Fig. 1: sizing map
Bar = 50 um.
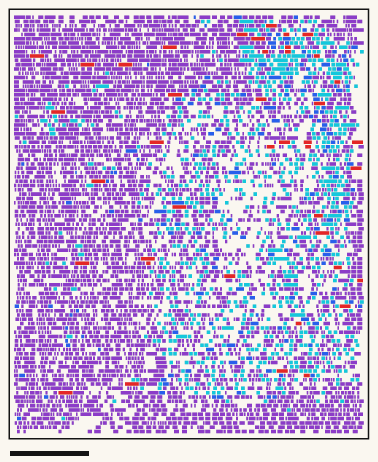
Fig. 2: a small window of the routed layout
Window x 154 to 184, y 52 to 82 um. Cells in grey, sequential cells in the stronger grey; small squares are vias.
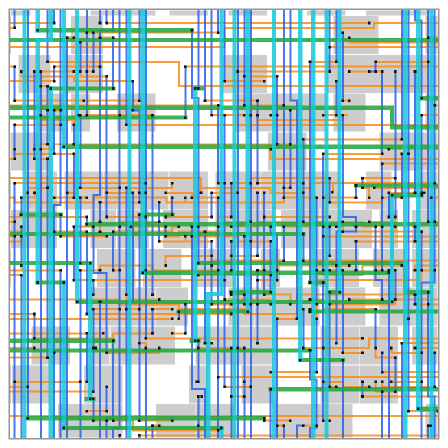
Fig. 3: sequential cells coloured by netlist name
Bar = 50 um. Other sequential cells in the stronger grey, the rest of the logic in the fainter grey.
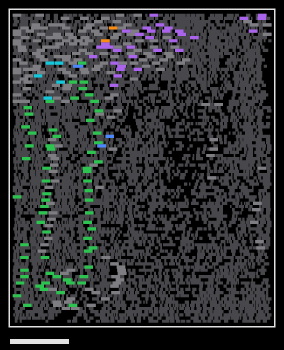
Fig. 4: clock network drawn from the DEF
Bar = 50 um.
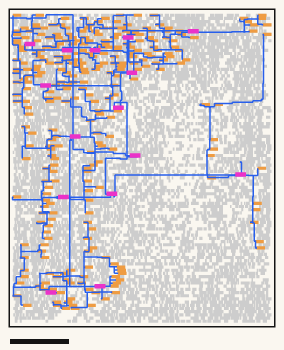
Fig. 5: clock routing
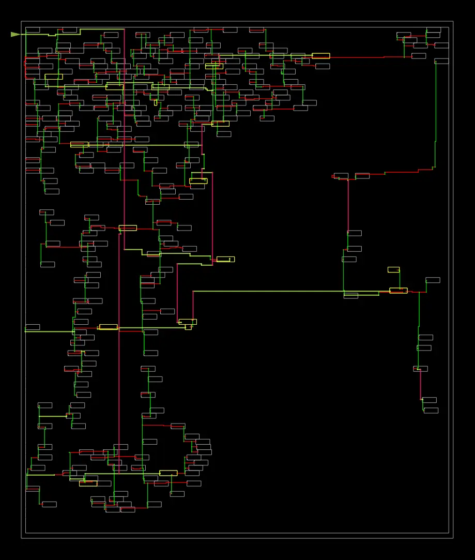
===== config.mk =====
export PLATFORM = sky130hd
export DESIGN_NAME = execute_stage_muldiv_flat
export DESIGN_NICKNAME = d
export VERILOG_FILES = /design/src/rtl/execute_stage_muldiv_if.sv /design/src/rtl/execute_stage_muldiv.sv /design/src/flat_wrapper.sv
export SDC_FILE = /design/constraint.sdc
export NUM_CORES = 2
export LEC_CHECK = 0
export CORE_ASPECT_RATIO = 1.2
export CORE_MARGIN = 2
export CORE_UTILIZATION = 53
export CTS_CLUSTER_DIAMETER = 200
export CTS_CLUSTER_SIZE = 25
export DETAILED_ROUTE_END_ITERATION = 12
export PLACE_DENSITY_LB_ADDON = 0.05
export SLEW_MARGIN = 20
export SYNTH_ARGS = -nofsm -noshare
export SYNTH_HDL_FRONTEND = slang
export SYNTH_SLANG_ARGS = --single-unit

===== constraint.sdc =====
create_clock -name clk -period 12 [get_ports clk]
set_input_delay 3.6 -clock clk [delete_from_list [all_inputs] [get_ports clk]]
set_output_delay 3.6 -clock clk [all_outputs]
set_load 0.02 [all_outputs]

===== src/rtl/execute_stage_muldiv_if.sv =====
`default_nettype none
// ============================================================================
// Module      : execute_stage_muldiv_if
// Description : ID/EX inputs and EX/MEM outputs of the execute stage.
//               The master side drives the E-stage fields and the slave side
//               (the execute stage) drives the stall request and M-stage fields.
// Revision    : 1.0 - initial release
// ============================================================================
interface execute_stage_muldiv_if #(
  parameter int XLEN   = 32,
  parameter int REG_AW = 5
);
  logic              validE;
  logic              FlushE;
  logic [1:0]        ForwardAE;
  logic [1:0]        ForwardBE;
  logic              ALUSrcE;
  logic [2:0]        ALUControlE;
  logic              MulDivE;
  logic [2:0]        funct3E;
  logic [XLEN-1:0]   RD1E;
  logic [XLEN-1:0]   RD2E;
  logic [XLEN-1:0]   ImmExtE;
  logic [XLEN-1:0]   PCE;
  logic [XLEN-1:0]   PCPlus4E;
  logic [XLEN-1:0]   ResultW;
  logic [REG_AW-1:0] RdE;
  logic              RegWriteE;
  logic              MemWriteE;
  logic [1:0]        ResultSrcE;

  logic              BusyE;
  logic              ZeroE;
  logic [XLEN-1:0]   PCTargetE;
  logic [XLEN-1:0]   ALUResultM;
  logic [XLEN-1:0]   WriteDataM;
  logic [XLEN-1:0]   PCPlus4M;
  logic [REG_AW-1:0] RdM;
  logic              RegWriteM;
  logic              MemWriteM;
  logic              validM;
  logic [1:0]        ResultSrcM;

  modport master (
    output validE, FlushE, ForwardAE, ForwardBE, ALUSrcE, ALUControlE, MulDivE,
           funct3E, RD1E, RD2E, ImmExtE, PCE, PCPlus4E, ResultW, RdE, RegWriteE,
           MemWriteE, ResultSrcE,
    input  BusyE, ZeroE, PCTargetE, ALUResultM, WriteDataM, PCPlus4M, RdM,
           RegWriteM, MemWriteM, validM, ResultSrcM
  );

  modport slave (
    input  validE, FlushE, ForwardAE, ForwardBE, ALUSrcE, ALUControlE, MulDivE,
           funct3E, RD1E, RD2E, ImmExtE, PCE, PCPlus4E, ResultW, RdE, RegWriteE,
           MemWriteE, ResultSrcE,
    output BusyE, ZeroE, PCTargetE, ALUResultM, WriteDataM, PCPlus4M, RdM,
           RegWriteM, MemWriteM, validM, ResultSrcM
  );
endinterface
`default_nettype wire


===== src/rtl/execute_stage_muldiv.sv =====
`default_nettype none
// ============================================================================
// Module      : execute_stage_muldiv
// Description : RV32IM/RV64IM execute stage. Operand forwarding, single-cycle
//               ALU, branch-target adder, EX/MEM register and an iterative
//               radix-2 multiply/divide unit that stalls the front end.
// Revision    : 1.0 - initial release
// ============================================================================
module execute_stage_muldiv #(
  parameter int XLEN   = 32,
  parameter int REG_AW = 5
) (
  input  wire logic            clk,
  input  wire logic            reset,
  execute_stage_muldiv_if.slave bus
);
  localparam int c_SHW = $clog2(XLEN);
  localparam int c_CW  = $clog2(XLEN);

  typedef enum logic [1:0] {S_IDLE = 2'd0, S_RUN = 2'd1, S_DONE = 2'd2} state_t;

  state_t              r_state, w_state_nxt;
  logic [c_CW-1:0]     r_cnt;
  logic [2*XLEN-1:0]   r_p;        // product, or {remainder, quotient}
  logic [XLEN-1:0]     r_m;        // multiplicand, or divisor
  logic [2:0]          r_f3;
  logic                r_neg, r_negr, r_divz;
  logic [REG_AW-1:0]   r_rd;
  logic                r_regwrite, r_memwrite;
  logic [1:0]          r_resultsrc;
  logic [XLEN-1:0]     r_wdata, r_pcplus4;

  logic [XLEN-1:0]     r_alu_m, r_wd_m, r_pc4_m;
  logic [REG_AW-1:0]   r_rd_m;
  logic                r_regwrite_m, r_memwrite_m, r_valid_m;
  logic [1:0]          r_resultsrc_m;

  logic [XLEN-1:0]     w_fwd_a, w_fwd_b, w_src_b, w_alu;
  logic [c_SHW-1:0]    w_shamt;
  logic                w_start, w_busy, w_bubble;
  logic                w_a_signed, w_b_signed, w_a_neg, w_b_neg;
  logic [XLEN-1:0]     w_abs_a, w_abs_b;
  logic [XLEN:0]       w_mul_sum, w_rem_sh, w_diff;
  logic [2*XLEN-1:0]   w_prod;
  logic [XLEN-1:0]     w_q, w_r, w_mres;

  // Operand forwarding muxes; code 11 behaves like 00
  always_comb begin
    case (bus.ForwardAE)
      2'b01:   w_fwd_a = bus.ResultW;
      2'b10:   w_fwd_a = r_alu_m;
      default: w_fwd_a = bus.RD1E;
    endcase
    case (bus.ForwardBE)
      2'b01:   w_fwd_b = bus.ResultW;
      2'b10:   w_fwd_b = r_alu_m;
      default: w_fwd_b = bus.RD2E;
    endcase
  end

  assign w_src_b = bus.ALUSrcE ? bus.ImmExtE : w_fwd_b;
  assign w_shamt = w_src_b[c_SHW-1:0];

  // Single-cycle integer ALU
  always_comb begin
    case (bus.ALUControlE)
      3'b000:  w_alu = w_fwd_a + w_src_b;
      3'b001:  w_alu = w_fwd_a - w_src_b;
      3'b010:  w_alu = w_fwd_a & w_src_b;
      3'b011:  w_alu = w_fwd_a | w_src_b;
      3'b100:  w_alu = w_fwd_a ^ w_src_b;
      3'b101:  w_alu = {{(XLEN-1){1'b0}}, ($signed(w_fwd_a) < $signed(w_src_b))};
      3'b110:  w_alu = w_fwd_a << w_shamt;
      default: w_alu = w_fwd_a >> w_shamt;
    endcase
  end

  assign w_start  = (r_state == S_IDLE) & bus.validE & ~bus.FlushE & bus.MulDivE;
  assign w_busy   = w_start | (r_state == S_RUN);
  assign w_bubble = bus.FlushE | ((r_state == S_IDLE) & (~bus.validE | w_busy)) |
                    (r_state == S_RUN);

  // Operand signedness: divides are signed when funct3[0]==0; MULHU is fully
  // unsigned and MULHSU treats only rs2 as unsigned. MUL low bits are sign-agnostic.
  assign w_a_signed = bus.funct3E[2] ? ~bus.funct3E[0] : (bus.funct3E[1:0] != 2'b11);
  assign w_b_signed = bus.funct3E[2] ? ~bus.funct3E[0] : ~bus.funct3E[1];
  assign w_a_neg    = w_a_signed & w_fwd_a[XLEN-1];
  assign w_b_neg    = w_b_signed & w_fwd_b[XLEN-1];
  assign w_abs_a    = w_a_neg ? -w_fwd_a : w_fwd_a;
  assign w_abs_b    = w_b_neg ? -w_fwd_b : w_fwd_b;

  // One shift-add step and one restoring-divide step
  assign w_mul_sum = {1'b0, r_p[2*XLEN-1:XLEN]} + (r_p[0] ? {1'b0, r_m} : {(XLEN+1){1'b0}});
  assign w_rem_sh  = r_p[2*XLEN-1:XLEN-1];
  assign w_diff    = w_rem_sh - {1'b0, r_m};

  // Sign fix-up and result select; divide-by-zero quotient bypasses the fix-up
  assign w_prod = r_neg ? -r_p : r_p;
  assign w_q    = r_divz ? {XLEN{1'b1}} : (r_neg ? -r_p[XLEN-1:0] : r_p[XLEN-1:0]);
  assign w_r    = r_negr ? -r_p[2*XLEN-1:XLEN] : r_p[2*XLEN-1:XLEN];
  assign w_mres = r_f3[2] ? (r_f3[1] ? w_r : w_q)
                          : ((r_f3[1:0] == 2'b00) ? w_prod[XLEN-1:0] : w_prod[2*XLEN-1:XLEN]);

  // M-unit state register
  always_ff @(posedge clk) begin
    if (!reset) r_state <= S_IDLE;
    else        r_state <= w_state_nxt;
  end

  // M-unit next-state logic
  always_comb begin
    w_state_nxt = r_state;
    case (r_state)
      S_IDLE:  if (w_start) w_state_nxt = S_RUN;
      S_RUN:   if (bus.FlushE) w_state_nxt = S_IDLE;
               else if (r_cnt == '0) w_state_nxt = S_DONE;
      default: w_state_nxt = S_IDLE;
    endcase
  end

  // M-unit operand capture and iteration datapath
  always_ff @(posedge clk) begin
    if (!reset) begin
      r_cnt <= '0; r_p <= '0; r_m <= '0; r_f3 <= '0;
      r_neg <= 1'b0; r_negr <= 1'b0; r_divz <= 1'b0;
      r_rd <= '0; r_regwrite <= 1'b0; r_memwrite <= 1'b0; r_resultsrc <= '0;
      r_wdata <= '0; r_pcplus4 <= '0;
    end else if (w_start) begin
      r_cnt       <= c_CW'(XLEN-1);
      r_f3        <= bus.funct3E;
      r_neg       <= w_a_neg ^ w_b_neg;
      r_negr      <= w_a_neg;
      r_divz      <= (w_fwd_b == '0);
      r_p         <= {{XLEN{1'b0}}, (bus.funct3E[2] ? w_abs_a : w_abs_b)};
      r_m         <= bus.funct3E[2] ? w_abs_b : w_abs_a;
      r_rd        <= bus.RdE;
      r_regwrite  <= bus.RegWriteE;
      r_memwrite  <= bus.MemWriteE;
      r_resultsrc <= bus.ResultSrcE;
      r_wdata     <= w_fwd_b;
      r_pcplus4   <= bus.PCPlus4E;
    end else if (r_state == S_RUN) begin
      if (bus.FlushE) begin
        r_cnt <= '0;
      end else begin
        if (r_f3[2]) begin
          if (!w_diff[XLEN]) r_p <= {w_diff[XLEN-1:0], r_p[XLEN-2:0], 1'b1};
          else               r_p <= {r_p[2*XLEN-2:0], 1'b0};
        end else begin
          r_p <= {w_mul_sum, r_p[XLEN-1:1]};
        end
        if (r_cnt != '0) r_cnt <= r_cnt - 1'b1;
      end
    end
  end

  // EX/MEM pipeline register: bubble, M-unit result or ALU result
  always_ff @(posedge clk) begin
    if (!reset || w_bubble) begin
      r_alu_m <= '0; r_wd_m <= '0; r_pc4_m <= '0; r_rd_m <= '0;
      r_regwrite_m <= 1'b0; r_memwrite_m <= 1'b0; r_valid_m <= 1'b0; r_resultsrc_m <= '0;
    end else if (r_state == S_DONE) begin
      r_alu_m <= w_mres; r_wd_m <= r_wdata; r_pc4_m <= r_pcplus4; r_rd_m <= r_rd;
      r_regwrite_m <= r_regwrite; r_memwrite_m <= r_memwrite; r_valid_m <= 1'b1;
      r_resultsrc_m <= r_resultsrc;
    end else begin
      r_alu_m <= w_alu; r_wd_m <= w_fwd_b; r_pc4_m <= bus.PCPlus4E; r_rd_m <= bus.RdE;
      r_regwrite_m <= bus.RegWriteE; r_memwrite_m <= bus.MemWriteE; r_valid_m <= 1'b1;
      r_resultsrc_m <= bus.ResultSrcE;
    end
  end

  assign bus.BusyE      = w_busy;
  assign bus.ZeroE      = ~bus.MulDivE & (w_alu == '0);
  assign bus.PCTargetE  = bus.PCE + bus.ImmExtE;
  assign bus.ALUResultM = r_alu_m;
  assign bus.WriteDataM = r_wd_m;
  assign bus.PCPlus4M   = r_pc4_m;
  assign bus.RdM        = r_rd_m;
  assign bus.RegWriteM  = r_regwrite_m;
  assign bus.MemWriteM  = r_memwrite_m;
  assign bus.validM     = r_valid_m;
  assign bus.ResultSrcM = r_resultsrc_m;
endmodule
`default_nettype wire

===== src/flat_wrapper.sv =====
// flat-port wrapper written by rule: the top's interface ports become plain ports
module execute_stage_muldiv_flat 
#(
  parameter int XLEN   = 32,
  parameter int REG_AW = 5
)
  (clk, reset, bus_validE, bus_FlushE, bus_ForwardAE, bus_ForwardBE, bus_ALUSrcE, bus_ALUControlE, bus_MulDivE, bus_funct3E, bus_RD1E, bus_RD2E, bus_ImmExtE, bus_PCE, bus_PCPlus4E, bus_ResultW, bus_RdE, bus_RegWriteE, bus_MemWriteE, bus_ResultSrcE, bus_BusyE, bus_ZeroE, bus_PCTargetE, bus_ALUResultM, bus_WriteDataM, bus_PCPlus4M, bus_RdM, bus_RegWriteM, bus_MemWriteM, bus_validM, bus_ResultSrcM);
  execute_stage_muldiv_if #(.XLEN(XLEN), .REG_AW(REG_AW)) bus_i ();
  input  wire logic clk;
  input  wire logic reset;
  input wire logic [$bits(bus_i.validE)-1:0] bus_validE;
  input wire logic [$bits(bus_i.FlushE)-1:0] bus_FlushE;
  input wire logic [$bits(bus_i.ForwardAE)-1:0] bus_ForwardAE;
  input wire logic [$bits(bus_i.ForwardBE)-1:0] bus_ForwardBE;
  input wire logic [$bits(bus_i.ALUSrcE)-1:0] bus_ALUSrcE;
  input wire logic [$bits(bus_i.ALUControlE)-1:0] bus_ALUControlE;
  input wire logic [$bits(bus_i.MulDivE)-1:0] bus_MulDivE;
  input wire logic [$bits(bus_i.funct3E)-1:0] bus_funct3E;
  input wire logic [$bits(bus_i.RD1E)-1:0] bus_RD1E;
  input wire logic [$bits(bus_i.RD2E)-1:0] bus_RD2E;
  input wire logic [$bits(bus_i.ImmExtE)-1:0] bus_ImmExtE;
  input wire logic [$bits(bus_i.PCE)-1:0] bus_PCE;
  input wire logic [$bits(bus_i.PCPlus4E)-1:0] bus_PCPlus4E;
  input wire logic [$bits(bus_i.ResultW)-1:0] bus_ResultW;
  input wire logic [$bits(bus_i.RdE)-1:0] bus_RdE;
  input wire logic [$bits(bus_i.RegWriteE)-1:0] bus_RegWriteE;
  input wire logic [$bits(bus_i.MemWriteE)-1:0] bus_MemWriteE;
  input wire logic [$bits(bus_i.ResultSrcE)-1:0] bus_ResultSrcE;
  output wire logic [$bits(bus_i.BusyE)-1:0] bus_BusyE;
  output wire logic [$bits(bus_i.ZeroE)-1:0] bus_ZeroE;
  output wire logic [$bits(bus_i.PCTargetE)-1:0] bus_PCTargetE;
  output wire logic [$bits(bus_i.ALUResultM)-1:0] bus_ALUResultM;
  output wire logic [$bits(bus_i.WriteDataM)-1:0] bus_WriteDataM;
  output wire logic [$bits(bus_i.PCPlus4M)-1:0] bus_PCPlus4M;
  output wire logic [$bits(bus_i.RdM)-1:0] bus_RdM;
  output wire logic [$bits(bus_i.RegWriteM)-1:0] bus_RegWriteM;
  output wire logic [$bits(bus_i.MemWriteM)-1:0] bus_MemWriteM;
  output wire logic [$bits(bus_i.validM)-1:0] bus_validM;
  output wire logic [$bits(bus_i.ResultSrcM)-1:0] bus_ResultSrcM;
  assign bus_i.validE = bus_validE;
  assign bus_i.FlushE = bus_FlushE;
  assign bus_i.ForwardAE = bus_ForwardAE;
  assign bus_i.ForwardBE = bus_ForwardBE;
  assign bus_i.ALUSrcE = bus_ALUSrcE;
  assign bus_i.ALUControlE = bus_ALUControlE;
  assign bus_i.MulDivE = bus_MulDivE;
  assign bus_i.funct3E = bus_funct3E;
  assign bus_i.RD1E = bus_RD1E;
  assign bus_i.RD2E = bus_RD2E;
  assign bus_i.ImmExtE = bus_ImmExtE;
  assign bus_i.PCE = bus_PCE;
  assign bus_i.PCPlus4E = bus_PCPlus4E;
  assign bus_i.ResultW = bus_ResultW;
  assign bus_i.RdE = bus_RdE;
  assign bus_i.RegWriteE = bus_RegWriteE;
  assign bus_i.MemWriteE = bus_MemWriteE;
  assign bus_i.ResultSrcE = bus_ResultSrcE;
  assign bus_BusyE = bus_i.BusyE;
  assign bus_ZeroE = bus_i.ZeroE;
  assign bus_PCTargetE = bus_i.PCTargetE;
  assign bus_ALUResultM = bus_i.ALUResultM;
  assign bus_WriteDataM = bus_i.WriteDataM;
  assign bus_PCPlus4M = bus_i.PCPlus4M;
  assign bus_RdM = bus_i.RdM;
  assign bus_RegWriteM = bus_i.RegWriteM;
  assign bus_MemWriteM = bus_i.MemWriteM;
  assign bus_validM = bus_i.validM;
  assign bus_ResultSrcM = bus_i.ResultSrcM;
  execute_stage_muldiv #(.XLEN(XLEN), .REG_AW(REG_AW)) u_core (.clk(clk), .reset(reset), .bus(bus_i));
endmodule

==> reports/results.txt <==
Gr usage total: 48.2%
Startpoint Class: input port
# DRC: 0
Die Ht: 270 um
Pint: 2.29 mW
Setup bufs post-CTS: 8
Critical Path Source: bus_ForwardBE[0]
Slowest CP cell: a221o_1
Comb/total area: 59.0%
Clock-cell share of area: 0.979%
Diode count: 6
Tool warnings: 110
Total power: 4.09 mW
Worst r2r path cells: 12
Initial Util: 53.5%
Yosys simple share: 20.5%
Critical Path Stages: 25
Pleak: 17.2 nW
Non-clock buffer share: 22.0%
XOR Share, Synth: 6.69%
Comb power: 2.49 mW
Worst-path clk slew: 100 ps
Inverters: 192
HP Start: u_core.r_pcplus4[5]
Die width: 225 um
Crit path time final: 11910 ps
Sequential Power Share: 24.9%
Initial antenna violation count: 8
Drt pass-1 iters: 9
Crit Path Category: in -> out
Layout cell share with drive strength beyond 1: 18.6%
Clock group share of total power: 14.3%
Final Core Density: 70.8%
Initial DRC Count: 4457
Hold Path Class: reg -> reg
Antenna viol nets, final: 0
GRT overflow: 0
Slowest stage delay, CP: 420 ps
Worst R2R Start: u_core.r_p[0]
Status: finished clean
Hold WS: 453 ps
Number of enable flip-flop cells: 0
Top class by area: logic gates
Placed Area: 39800 um^2
Worst slack, placed: -1210 ps
R2r endpoint: u_core.bus.ALUResultM[20]
FF-to-FF setup slack: 6850 ps
Vias per cell: 6.54
Fin crit share: 99.3%
Adder share: 9.07%
Hold Vio Cnt, Final: 0
# IOs: 357
Multi-input gates: 3586
Clock root cell: clkbuf_16
Insertion Delay late pin: 570 ps
PD cells: 99.1 nW/um^2
Avg Cell Area, Syn: 7.10 um^2
Busiest grt layer: met2
Reg with most FFs: u_core.r_p
Worst slew pin tran: 1210 ps
Top power group: combinational cells
Net Sw Frac: 44.1%
Dpl hpwl: 121000 um
Core area: 58300 um^2
IR drop worst, VDD: 0.139 mV
Asr flop ratio synth: 0%
Finished Layout Cells: 5902
Synth mux share: 7.75%
Syn Inst Count: 4389
Hold path cells: 2
I/O Buffers: 356
Warnings from Yosys: 0
Met2 Usage GRT: 73.7%
Row count: 97
Register area: 5770 um^2
Top cells, area: dfxtp_1, ha_1, nand2_1
Most frequent logic cell in the layout: buf_4
Routed wire length: 154000 um
Top logic family: AND-OR/OR-AND gates
Area share, top type: 18.5%
Critical path buffers and inverters: 8
CTS Hold Buffers Added: 0
TritonCTS Sinks: 288
Fin. max-slew vios: 0
N_taps: 742
Clk. pwr: 586 uW
Syn_nets: 4829
Routed len/inst: 26.1 um
Vias after detailed routing: 38600
Placed cells: 5853
CTS tree: done
DIE AREA: 60800 um^2
Synth top cell by count: nand2_1
Unique cell types: 85
Comb pwr share: 60.8%
Yosys Instances: 4389
Crit path capture type: output port
Clock H-tree levels: 1
CTS Buffer Depth: 3
Placer Congestion: 1.15
First-pass GRT wire length: 223000 um
Cell type with the largest total area: dfxtp_1
P_sw: 1.80 mW
Filler cells: 4915
CP delay by family, top: AND-OR/OR-AND gates
Highest metal layer with signal wires: met5
About Fig. 1:
x1 and smaller -> purple  # cells 4195, share 81%
x3 and x4 -> cyan  # cells 748, share 15%
x2 -> blue  # cells 170, share 3.3%
x6 and larger -> red  # cells 41, share 0.80%
Non-clk bufs: 1070
area added between synthesis and finish: 32.3%
fin worst setup slack: 88.4 ps
Final Instance Area: 41300 um^2

About Fig. 2:
M2 -> blue
M4 -> cyan
M1 -> orange
M3 -> green
sequential cells in the window = 0
most frequent = buf_4 (23), inv_1 (5)
cells with their middle in the window = 71

About Fig. 3:
u_core.bus.ResultSrcM -> orange  # flops 2
u_core.r_p -> green  # flops 64
u_core.r_f3 -> blue  # flops 3
u_core.r_cnt -> cyan  # flops 5, where upper left
u_core.bus.WriteDataM -> purple  # flops 32
not coloured = 182
sequential power: 1.02 mW
fraction of area in registers: 14.0%

About Fig. 4:
clock-net drivers -> magenta  # count 15
flip-flops -> orange  # count 288
clock wires -> blue  # length 3790 um
routed clock nets = 16

About Fig. 5:
CTS Buf Count: 15
Clock Skew: 42.0 ps
flop count: 288
CLK BUF: 16

Power is estimated from default activity; no workload was simulated.
